File: src/rtl/weight_load_ctrl.sv
// Sequences a flat parameter-word stream into the per-layer weight/bias RAMs
// and gates inference start until every RAM holds a complete parameter set.
module weight_load_ctrl #(
    parameter int MEM_WORD_SIZE     = 21,
    parameter int LAYER_SELECT_BITS = 2,
    parameter int RAM_SELECT_BITS   = 8,
    parameter int RAM_ADDRESS_BITS  = 9,
    parameter int L0_RAMS           = 256,
    parameter int L0_DEPTH          = 33,
    parameter int L1_RAMS           = 256,
    parameter int L1_DEPTH          = 257,
    parameter int L2_RAMS           = 4,
    parameter int L2_DEPTH          = 256,
    parameter int L3_RAMS           = 10,
    parameter int L3_DEPTH          = 257
) (
    input  logic                                                         clk_i,
    input  logic                                                         reset_i,
    input  logic                                                         load_i,
    input  logic                                                         net_busy_i,
    input  logic                                                         start_i,
    input  logic [MEM_WORD_SIZE-1:0]                                     data_i,
    input  logic                                                         valid_i,
    output logic                                                         ready_o,
    output logic                                                         w_en_o,
    output logic [MEM_WORD_SIZE-1:0]                                     w_data_o,
    output logic [LAYER_SELECT_BITS+RAM_SELECT_BITS+RAM_ADDRESS_BITS-1:0] w_addr_o,
    output logic                                                         start_o,
    output logic                                                         loaded_o,
    output logic                                                         err_o
);

    // state     | meaning
    // S_IDLE    | nothing loaded yet (or reset), waiting for load_i
    // S_LOAD    | accepting parameter words, one per transfer
    // S_LOADED  | every RAM written, start_i may launch inference
    typedef enum logic [1:0] {
        S_IDLE   = 2'd0,
        S_LOAD   = 2'd1,
        S_LOADED = 2'd2
    } state_t;

    localparam int AW = LAYER_SELECT_BITS + RAM_SELECT_BITS + RAM_ADDRESS_BITS;

    localparam logic [LAYER_SELECT_BITS-1:0] LYR0 = LAYER_SELECT_BITS'(0);
    localparam logic [LAYER_SELECT_BITS-1:0] LYR1 = LAYER_SELECT_BITS'(1);
    localparam logic [LAYER_SELECT_BITS-1:0] LYR2 = LAYER_SELECT_BITS'(2);
    localparam logic [LAYER_SELECT_BITS-1:0] LYR3 = LAYER_SELECT_BITS'(3);

    state_t                         state_q, state_d;
    logic [LAYER_SELECT_BITS-1:0]   layer_q, layer_d;
    logic [RAM_SELECT_BITS-1:0]     ram_q, ram_d;
    logic [RAM_ADDRESS_BITS-1:0]    addr_q, addr_d;
    logic                           w_en_q, w_en_d;
    logic [MEM_WORD_SIZE-1:0]       w_data_q, w_data_d;
    logic [AW-1:0]                  w_addr_q, w_addr_d;
    logic                           start_q, start_d;
    logic                           err_q, err_d;

    logic                           xfer;
    logic                           addr_last;
    logic                           ram_last;
    logic                           last_word;

    // Terminal counts depend on which layer is currently being filled.
    always_comb begin
        addr_last = 1'b0;
        ram_last  = 1'b0;
        case (layer_q)
            LYR0: begin
                addr_last = (addr_q == RAM_ADDRESS_BITS'(L0_DEPTH - 1));
                ram_last  = (ram_q  == RAM_SELECT_BITS'(L0_RAMS - 1));
            end
            LYR1: begin
                addr_last = (addr_q == RAM_ADDRESS_BITS'(L1_DEPTH - 1));
                ram_last  = (ram_q  == RAM_SELECT_BITS'(L1_RAMS - 1));
            end
            LYR2: begin
                addr_last = (addr_q == RAM_ADDRESS_BITS'(L2_DEPTH - 1));
                ram_last  = (ram_q  == RAM_SELECT_BITS'(L2_RAMS - 1));
            end
            LYR3: begin
                addr_last = (addr_q == RAM_ADDRESS_BITS'(L3_DEPTH - 1));
                ram_last  = (ram_q  == RAM_SELECT_BITS'(L3_RAMS - 1));
            end
            default: begin
                addr_last = 1'b1;
                ram_last  = 1'b1;
            end
        endcase
    end

    assign xfer      = valid_i && (state_q == S_LOAD);
    assign last_word = (layer_q == LYR3) && ram_last && addr_last;

    always_comb begin
        state_d  = state_q;
        layer_d  = layer_q;
        ram_d    = ram_q;
        addr_d   = addr_q;
        start_d  = 1'b0;
        err_d    = err_q;
        w_en_d   = xfer;
        w_data_d = w_data_q;
        w_addr_d = w_addr_q;

        if (xfer) begin
            w_data_d = data_i;
            w_addr_d = {layer_q, ram_q, addr_q};
        end

        case (state_q)
            S_IDLE: begin
                if (start_i) begin
                    err_d = 1'b1;
                end
                if (load_i) begin
                    state_d = S_LOAD;
                    layer_d = '0;
                    ram_d   = '0;
                    addr_d  = '0;
                end
            end
            S_LOAD: begin
                if (start_i) begin
                    err_d = 1'b1;
                end
                if (xfer) begin
                    if (last_word) begin
                        state_d = S_LOADED;
                        layer_d = '0;
                        ram_d   = '0;
                        addr_d  = '0;
                    end else if (addr_last) begin
                        addr_d = '0;
                        if (ram_last) begin
                            ram_d   = '0;
                            layer_d = layer_q + 1'b1;
                        end else begin
                            ram_d = ram_q + 1'b1;
                        end
                    end else begin
                        addr_d = addr_q + 1'b1;
                    end
                end
            end
            S_LOADED: begin
                // start wins over a simultaneous reload request
                if (!net_busy_i) begin
                    if (start_i) begin
                        start_d = 1'b1;
                    end else if (load_i) begin
                        state_d = S_LOAD;
                        layer_d = '0;
                        ram_d   = '0;
                        addr_d  = '0;
                    end
                end
            end
            default: begin
                state_d = S_IDLE;
            end
        endcase
    end

    always_ff @(posedge clk_i) begin
        if (reset_i) begin
            state_q  <= S_IDLE;
            layer_q  <= '0;
            ram_q    <= '0;
            addr_q   <= '0;
            w_en_q   <= 1'b0;
            w_data_q <= '0;
            w_addr_q <= '0;
            start_q  <= 1'b0;
            err_q    <= 1'b0;
        end else begin
            state_q  <= state_d;
            layer_q  <= layer_d;
            ram_q    <= ram_d;
            addr_q   <= addr_d;
            w_en_q   <= w_en_d;
            w_data_q <= w_data_d;
            w_addr_q <= w_addr_d;
            start_q  <= start_d;
            err_q    <= err_d;
        end
    end

    assign ready_o  = (state_q == S_LOAD);
    assign loaded_o = (state_q == S_LOADED);
    assign w_en_o   = w_en_q;
    assign w_data_o = w_data_q;
    assign w_addr_o = w_addr_q;
    assign start_o  = start_q;
    assign err_o    = err_q;

endmodule

File: config.mk
export PLATFORM = sky130hd
export DESIGN_NAME = weight_load_ctrl
export DESIGN_NICKNAME = d
export VERILOG_FILES = /design/src/rtl/weight_load_ctrl.sv
export SDC_FILE = /design/constraint.sdc
export NUM_CORES = 1
export LEC_CHECK = 0
export CAP_MARGIN = 20
export CORE_MARGIN = 2
export CORE_UTILIZATION = 44
export DETAILED_ROUTE_END_ITERATION = 12
export PLACE_DENSITY = 0.74
export SYNTH_ARGS = -nofsm -noshare
export SYNTH_HDL_FRONTEND = slang
export SYNTH_SLANG_ARGS = --single-unit
File: constraint.sdc
create_clock -name clk_i -period 2.4 [get_ports clk_i]
set_input_delay 0.48 -clock clk_i [delete_from_list [all_inputs] [get_ports clk_i]]
set_output_delay 0.48 -clock clk_i [all_outputs]
set_load 0.01 [all_outputs]
**Run 1: power grid**

Scale bar: 20 um. Pins as bars on the die edge. Tap cells in gray.
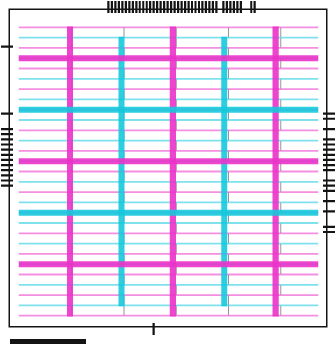
| color | net |
|---|---|
| magenta | VSS |
| cyan | VDD |
tap cells: 75
rows: 28
met4 straps: 5
signal pins: 72
met5 straps: 5
core region area: 0.00603 mm^2
Max IR drop VDD: 537 uV
die span in x: 83.5 um

**Run 1: cells colored by class**

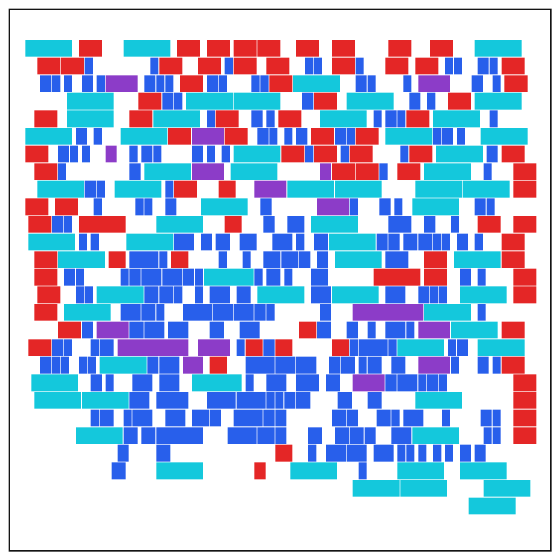
| color | class | cells | share of their area |
|---|---|---|---|
| purple | clock drivers and dummy loads | 16 | 6.1% |
| red | remaining buffers and delay cells | 83 | 22% |
| blue | combinational and other logic | 259 | 38% |
| cyan | sequential cells | 64 | 34% |

==> deck_impl_summary.md, run 1 <==
Flow Results at a Glance

Outcome
  – Status: finished clean

Critical path
  – Flop-to-flop setup slack: 140 ps
  – Peak fanout along the critical path: 8

Logic synthesis
  – Ys flops: 64
  – Commonest flop: dfxtp_1
  – Yosys Chip Area: 0.00278 mm^2
  – Ys Warns: 0
  – Yosys top cell by instances: nand2_1

STA
  – TNS Setup: 0 ps
  – Rel. slew slack: 0.691
  – Count of pins over their slew limit: 0

Clock network
  – H-tree depth: 3

Routing
  – First-pass DRT Iterations: 4
  – Met3 WL: 482 um
  – DRC: 0

Hold path
  – Hold crit path type: primary input to flip-flop

Final layout
  – Combinational gates: 251
  – Fraction of layout cells with a size suffix above 1: 0.0829
  – Nets: 452
  – Top class by area: logic gates
  – Logic share of the area: 0.361
  – Nonclk inv count: 8

GRT
  – Largest net degree at the start of global routing: 45

Power and ir drop
  – Leakage power: 1.38 nW

Die
  – FP Util: 0.461
**Run 1: clock distribution**

Scale bar: 20 um.
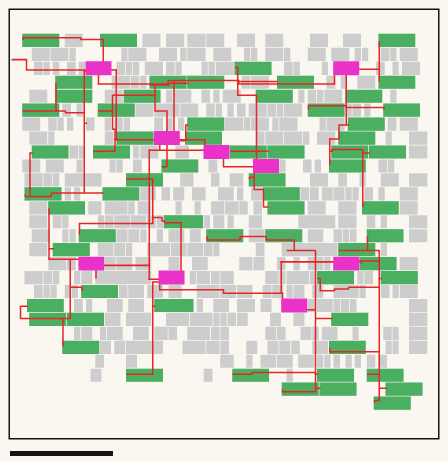
[red] clock wires | length: 822 um
[magenta] clock drivers | count: 9
[green] flip-flops | count: 64
routed clock nets: 10
Clock Latency Late Sink: 350 ps
post-route clock skew: 8.21 ps
Clk power: 0.00106 W

**Run 1: routed metal, one color a layer**

Scale bar: 20 um. Two of the layers only.
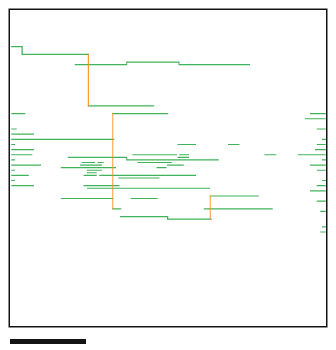
| color | layer | wire length |
|---|---|---|
| green | metal 3 | 483 um |
| orange | metal 4 | 44.9 um |
WL final: 7.25 mm
DR WL/cell: 14.6 um
Total Routing Usage GR: 0.217

==> run 1: cell families (layout without fill, tap and decap cells) <==
group	count (synthesis)	in the layout	share of synthesized area
and+or+nand+nor	148	148	0.240
AOI/OAI and AO/OA	83	83	0.185
DFF	64	64	0.461
buffers and inverters	28	107	0.0396
xor gates and xnor gates	11	11	0.0347
adders and majority gates	8	8	0.0360
muxes	1	1	0.00360
==> run 1: power by group <==
part | internal, W | switching [W] | leakage, nW
clock | 0.000639 | 0.000421 | 0.119
combinational | 0.000117 | 0.000124 | 0.745
sequential | 0.00108 | 0.0000170 | 0.519
==> run 1: stage by stage <==
| stage | std cells | hold slack [ps] | cell area (um^2) | setup slack (ps) | utilization |
|---|---|---|---|---|---|
| after floorplan | 343 | 464 | 2780 | 207 | - |
| after global placement | 481 | 441 | 3610 | 201 | 0.599 |
| after detailed placement | 481 | 447 | 3610 | 127 | 0.599 |
| after CTS | 497 | 390 | 3840 | 108 | 0.638 |
| after global routing | 497 | 403 | 3840 | 7.48 | 0.638 |
| final | 497 | 410 | 3840 | 136 | 0.638 |
==> run 1: flip-flops by register name (all words and copies together) (netlist names) <==
name      flops
w_data_o     21
w_en_o        1
state_q       2
w_addr_o     19
start_o       1
layer_q       2
addr_q        9
ram_q         8
err_o         1
==> run 1: routing by layer <==
layer  vias up  GRT usage
met5         -          0
met4         0     0.0425
met3         7     0.0702
met2        92      0.360
met1      1239      0.279
li1       1330          -
==> run 1: critical path: cells and delay by family (launching register included) <==
family	cells	cell delay [ps]
buffers and inverters	1	110
AOI/OAI and AO/OA	2	510
and+or+nand+nor	3	970
adders and majority gates	1	250
DFF	1	360
==> run 1: cell usage in the layout (no fill, tap or decap), types with 2 or more instances in the layout <==
cell type	instances
a21oi_1	48
a31oi_1	5
a41oi_1	5
and2_1	4
and3_1	4
buf_12	2
buf_4	10
bufinv_16	2
clkbuf_8	11
clkdlybuf4s50_1	70
clkinv_2	2
dfxtp_1	62
dfxtp_2	2
ha_1	8
inv_1	8
nand2_1	93
nand2b_1	4
nand3_1	7
nand4_1	4
nor2_1	13
nor2b_1	2
nor3_1	4
nor4_1	2
nor4b_1	2
o21a_1	2
o21ai_0	5
o21ai_1	2
o311ai_1	2
o41ai_1	2
or3_1	3
or4_1	2
xnor2_1	2
xor2_1	9
==> run 1: how the worst max path moves through the flow <==
| stage | from | endpoint | slack (ps) | cells past startpoint |
|---|---|---|---|---|
| global placement | layer_q[1]$_SDFFE_PP0P_ | state_q[1]$_SDFFE_PP0P_ | 200 | 6 |
| detailed placement | layer_q[0]$_SDFFE_PP0P_ | state_q[1]$_SDFFE_PP0P_ | 130 | 6 |
| CTS | layer_q[0]$_SDFFE_PP0P_ | state_q[1]$_SDFFE_PP0P_ | 110 | 6 |
| global route | layer_q[1]$_SDFFE_PP0P_ | state_q[1]$_SDFFE_PP0P_ | 7 | 7 |
| finish | layer_q[0]$_SDFFE_PP0P_ | state_q[1]$_SDFFE_PP0P_ | 140 | 7 |
| floorplan | layer_q[1]$_SDFFE_PP0P_ | state_q[1]$_SDFFE_PP0P_ | 210 | 7 |
==> run 1 -> run 2 <==
clock period = 2.9 ns   (was 2.4 ns; I/O delays follow)
==> run 2 against run 1 <==
Against the previous run: critical path depth shrank 1; flip-flop count is the same; register-to-register slack gained 310 ps; clock-buffer cell count grew 2; utilization shrank 1.4 points; first-iteration DRC count shrank 7.6%; setup slack gained 310 ps; clock power shrank 27%; cell count shrank 1.0%; worst hold slack gained 43 ps; global-route usage shrank 0.89 points.
==> deck_impl_summary.md, run 2 <==
Flow Results at a Glance

Die
  – FP Util: 0.461 (unchanged)
  – Die span in x: 83.5 um (unchanged)
  – Core region area: 0.00603 mm^2 (unchanged)
  – Die area: 0.00696 mm^2

Critical path
  – Peak fanout along the critical path: 10 (+2)
  – Flop-to-flop setup slack: 450 ps (+310 ps)
  – Buf+Inv Stages, Crit Path: 0 (-1)
  – Cell family with most CP delay: simple AND/OR/NAND/NOR gates
  – Cell count along the critical path: 6 (-1)

Logic synthesis
  – Ys Warns: 0 (unchanged)
  – Yosys top cell by instances: nand2_1
  – Commonest flop: dfxtp_1
  – Ys flops: 64 (unchanged)
  – Yosys Chip Area: 0.00278 mm^2 (unchanged)
  – Synth async-reset ratio: 0

Final layout
  – Fraction of layout cells with a size suffix above 1: 0.0624 (-0.0206)
  – Most numerous logic cells after layout: nand2_1 (93), clkdlybuf4s50_1 (70), dfxtp_1 (64), a21oi_1 (48), nor2_1 (13)
  – Nets: 447 (-1.1%)
  – Final core occ: 0.624 (-0.0139)
  – Max reg flops: 21 (unchanged)
  – Most frequent logic cell in the layout: nand2_1

GRT
  – Met3 GRT Util: 0.0702 (unchanged)
  – Largest net degree at the start of global routing: 36 (-20%)
  – Total Routing Usage GR: 0.208 (-0.00889)
  – M2 GR Usage: 0.345 (-0.0154)

Routing
  – WL final: 7.16 mm (-1.3%)
  – DRC: 0 (unchanged)
  – DRT antenna net count: 0

Power and ir drop
  – Leakage power: 1.34 nW (-3.4%)
  – Max IR drop VDD: 462 uV (-14%)

STA
  – Count of pins over their slew limit: 0 (unchanged)

Clock network
  – H-tree depth: 3 (unchanged)
  – Clock Latency Late Sink: 350 ps (about the same)

Outcome
  – Status: finished clean

Hold path
  – Hold crit path type: flip-flop to flip-flop
==> run 2: logic make-up (layout without fill, tap and decap cells) <==
group,count (synthesis),after routing,synth area share
AND/OR/NAND/NOR,148,148,0.240
AND-OR/OR-AND,83,83,0.185
flip-flops,64,64,0.461
buffers and inverters,28,102,0.0396
XOR/XNOR,11,11,0.0347
adder cells (fa/ha/maj),8,8,0.0360
multiplexers,1,1,0.00360
==> run 2: final cells by class <==
type                       instances  area (um^2)
clock inverter                     3         40.0
fill                             536         2260
tap                               75         93.8
clock buffer                      13          159
multi-input combinational        251         1390
timing repair buffer              78          771
sequential                        64         1280
inverter                           8         30.0
==> run 2: how the worst max path moves through the flow <==
stage | startpoint | endpoint | slack [ps]
after floorplan | layer_q[1]$_SDFFE_PP0P_ | state_q[1]$_SDFFE_PP0P_ | 710
after global placement | layer_q[1]$_SDFFE_PP0P_ | state_q[1]$_SDFFE_PP0P_ | 540
after detailed placement | layer_q[1]$_SDFFE_PP0P_ | state_q[1]$_SDFFE_PP0P_ | 480
after CTS | layer_q[1]$_SDFFE_PP0P_ | state_q[1]$_SDFFE_PP0P_ | 470
after global routing | layer_q[1]$_SDFFE_PP0P_ | state_q[1]$_SDFFE_PP0P_ | 280
final | layer_q[1]$_SDFFE_PP0P_ | state_q[1]$_SDFFE_PP0P_ | 450
==> run 2: worst min-delay path: stages, from the launching register on <==
cell	delay [ps]
dfxtp_1	310
nand2_1	50
a21oi_1	50
==> run 2: power by group <==
| group | leakage, nW | internal, W | switching (W) |
|---|---|---|---|
| Clock | 0.103 | 0.000441 | 0.000328 |
| Combinational | 0.715 | 0.0000901 | 0.000103 |
| Sequential | 0.518 | 0.000898 | 0.0000138 |
| Total | 1.34 | 0.00143 | 0.000445 |
==> run 2: routing by layer <==
metal  vias up  part of all wire
li1       1324                 -
met1      1202              0.46
met2        75              0.47
met3        10             0.054
met4         0             0.014
met5         -                 0
==> run 2: through the flow <==
step | hold slack [ps] | area (um^2) | instances | setup slack [ps]
floorplan | 464 | 2780 | 343 | 707
global placement | 442 | 3560 | 476 | 542
detailed placement | 447 | 3560 | 476 | 482
CTS | 456 | 3760 | 492 | 468
global route | 470 | 3760 | 492 | 276
finish | 453 | 3760 | 492 | 446
**Run 2: cells colored by class**

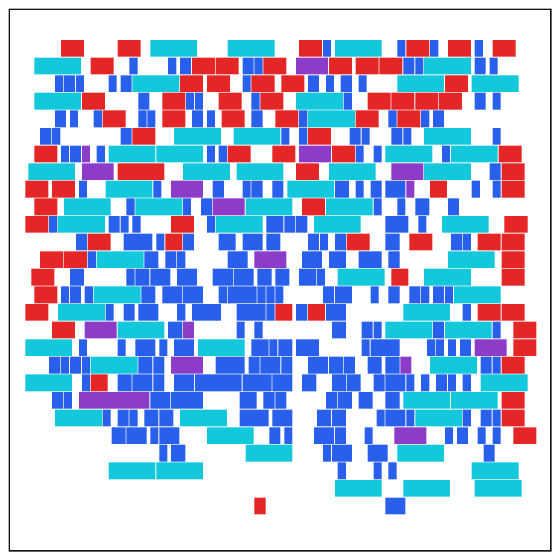
| color | class | cells | share of their area |
|---|---|---|---|
| purple | clock drivers and dummy loads | 16 | 5.4% |
| blue | combinational and other logic | 259 | 39% |
| cyan | sequential cells | 64 | 35% |
| red | remaining buffers and delay cells | 78 | 21% |

**Run 2: clock distribution**

Scale bar: 20 um.
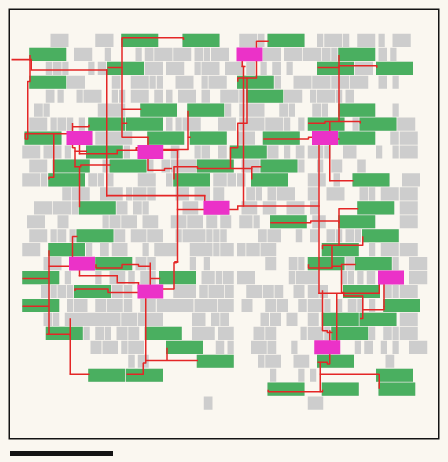
[red] clock wires | length: 788 um
[magenta] clock drivers | count: 9
[green] flip-flops | count: 64
flops lie: widely spread
routed clock nets: 10
Clk power: 0.000770 W
post-route clock skew: 7.42 ps
clock power share: 0.411

**Run 2: the clock network**

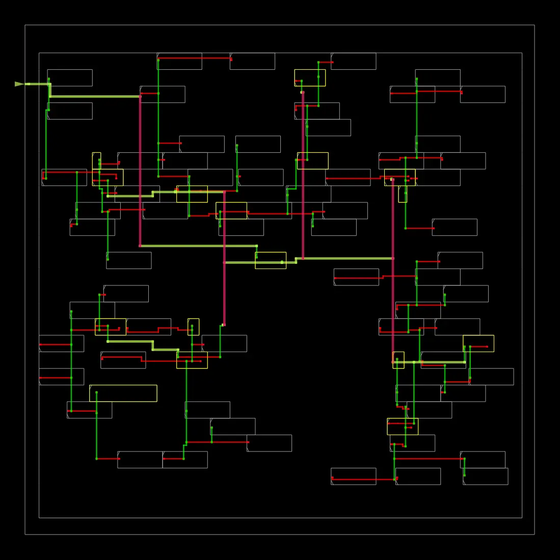

==> run 2 -> run 3 <==
clock period = 2.45 ns   (was 2.9 ns; I/O delays follow)
**Run 3: the clock network**

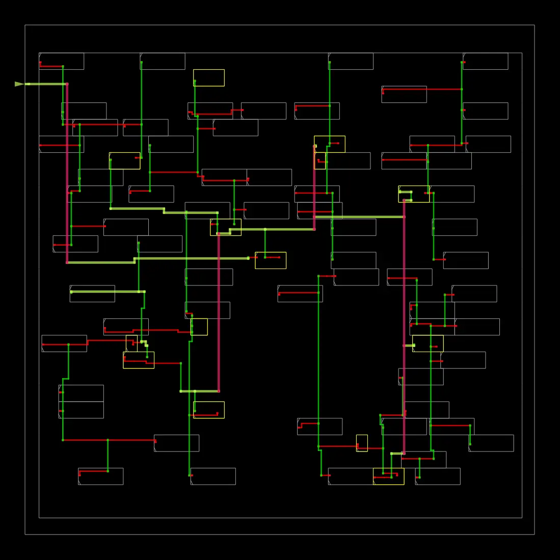
Clk power: 0.000774 W
Clock Sinks: 64
flop count: 64
Inserted Clock Buffers: 9

**Run 3: clock distribution**

Scale bar: 20 um.
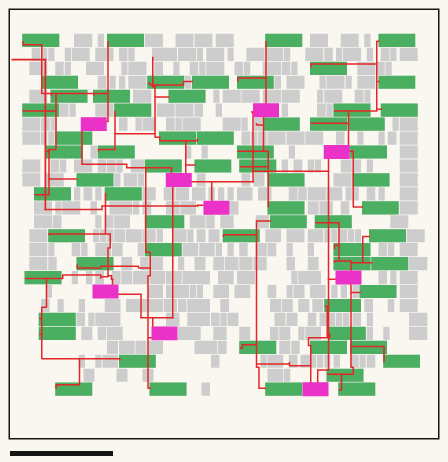
[green] flip-flops | count: 64
[red] clock wires | length: 837 um
[magenta] clock drivers | count: 9
flops lie: widely spread
post-route clock skew: 8.39 ps
clock power share: 0.371

==> run 3 against run 2 <==
Against the previous run: combinational power grew about 20%; sequential share of layout area up 0.12 points; synthesized cell count unchanged; utilization fell by 0.17 points; worst hold slack got worse by 1.7 ps; cell count up 0.61%; via count grew 1.8%; flip-flop count did not move; non-clock buffer count rose by 5; sequential power up about 20%.
==> deck_impl_summary.md, run 3 <==
Flow Results at a Glance

Logic synthesis
  – Yosys top cell by instances: nand2_1
  – Yosys Chip Area: 0.00278 mm^2 (unchanged)
  – Sequential fraction of the synthesis area: 0.461
  – Commonest flop: dfxtp_1
  – Yosys cell count: 343
  – Synth async-reset ratio: 0 (unchanged)
  – Synth top cells by count: nand2_1 (93), dfxtp_1 (64), a21oi_1 (48)
  – Ys flops: 64 (unchanged)
  – Area contributors post-synth: dfxtp_1 (46%), nand2_1 (13%), a21oi_1 (8.6%)
  – Ys Warns: 0 (unchanged)

Place
  – GPL Wtd Cong: 0.856

GRT
  – Number of antenna violations at the first check in global routing: 0
  – Largest net degree at the start of global routing: 38 (+5.6%)
  – Total Routing Usage GR: 0.214 (+0.00654)

Final layout
  – Nets: 452 (+1.1%)
  – Most numerous logic cells after layout: nand2_1 (93), clkdlybuf4s50_1 (70), dfxtp_1 (63), a21oi_1 (48), nor2_1 (13)
  – Gate Area: 0.00139 mm^2 (+0.18%)
  – Final core occ: 0.623 (-0.00166)
  – Fraction of layout cells with a size suffix above 1: 0.0786 (+0.0162)
  – FF+latch area: 0.00128 mm^2 (about the same)
  – Most frequent logic cell in the layout: nand2_1
  – # fillers: 536 (unchanged)
  – Max reg flops: 21 (unchanged)

Die
  – Die area: 0.00696 mm^2 (unchanged)
  – # rows: 28
  – Die span in x: 83.5 um (unchanged)
  – Core region area: 0.00603 mm^2 (unchanged)
  – FP Util: 0.461 (unchanged)

Routing
  – Initial drt markers: 152
  – WL final: 7.12 mm (-0.56%)
  – DRT antenna net count: 0 (unchanged)
  – DRC: 0 (unchanged)

Clock network
  – Worst-path clk slew: 70 ps
  – Clock Latency Late Sink: 350 ps (about the same)
  – H-tree depth: 3 (unchanged)

STA
  – TNS Setup: 0 ps
  – Count of pins over their slew limit: 0 (unchanged)

Flow run
  – Max cap viols: 0

Power and ir drop
  – Max IR drop VDD: 353 uV (-24%)
  – Leakage power: 1.33 nW (-0.28%)

Hold path
  – Hold crit path type: flip-flop to flip-flop

Critical path
  – Peak fanout along the critical path: 7 (-3)

Outcome
  – Status: finished clean
run 3: cell counts after synthesis:
No cell type changed its count.
run 3: layout make-up:
| class | count | area share |
|---|---|---|
| multi-input combinational | 251 | 0.370 |
| sequential | 64 | 0.342 |
| timing repair buffer | 83 | 0.212 |
| clock buffer | 10 | 0.0367 |
| tap | 75 | 0.0250 |
| inverter | 8 | 0.00801 |
| clock inverter | 4 | 0.00600 |
run 3: through the flow:
step                      cell area [um^2]  total power [W]  hold slack, ps  setup slack [ps]  instances
final                                 3750          0.00208             452               126        495
after global routing                  3750          0.00218             474              27.8        495
after CTS                             3750          0.00211             454              99.9        495
after detailed placement              3590          0.00133             446               117        481
after global placement                3590          0.00133             442               186        481
after floorplan                       2780          0.00121             464               257        343
run 3: final timing paths:
| path | cells after the start | start | endpoint | slack (ps) |
|---|---|---|---|---|
| max | 3 | state_q[1]$_SDFFE_PP0P_ | ready_o | 130 |
| min reg2reg | 2 | w_addr_o[7]$_SDFFE_PP0P_ | w_addr_o[7]$_SDFFE_PP0P_ | 450 |
| min | 2 | w_addr_o[7]$_SDFFE_PP0P_ | w_addr_o[7]$_SDFFE_PP0P_ | 450 |
| max reg2reg | 6 | layer_q[0]$_SDFFE_PP0P_ | state_q[1]$_SDFFE_PP0P_ | 180 |
run 3: worst max-delay path: stages (launching register included):
cell,delay (ps)
dfxtp_1,380
nand2b_1,290
inv_1,240
clkdlybuf4s50_1,580
run 3: per-layer routing:
| metal | vias to the layer above | wire length (um) | global-route usage |
|---|---|---|---|
| met1 | 1234 | 3250 | 0.286 |
| met5 | - | 0 | 0 |
| met4 | 0 | 110 | 0.0880 |
| met2 | 78 | 3360 | 0.338 |
| met3 | 11 | 396 | 0.0465 |
| li1 | 1336 | - | - |
run 3: what timing repair did:
action | in CTS | in global routing
setup endpoints to repair | 0 | 1
gates resized | 0 | 2
buffers inserted | 0 | 0
run 3: cells by family (layout without fill, tap and decap cells):
family / count (synthesis) / in the layout / share of synthesized area
xor+xnor: 11 / 11 / 0.0347
compound gates: 83 / 83 / 0.185
simple gates: 148 / 148 / 0.240
fa+ha+maj: 8 / 8 / 0.0360
mux: 1 / 1 / 0.00360
buf+inv: 28 / 105 / 0.0396
flops: 64 / 64 / 0.461
run 3: where the power goes:
part / switching, W / internal (W) / total [W]
Sequential: 0.0000161 / 0.00106 / 0.00108
Combinational: 0.000122 / 0.000109 / 0.000231
Clock: 0.000397 / 0.000377 / 0.000774
No activity file was given, so power comes from the tool's default toggle rates.
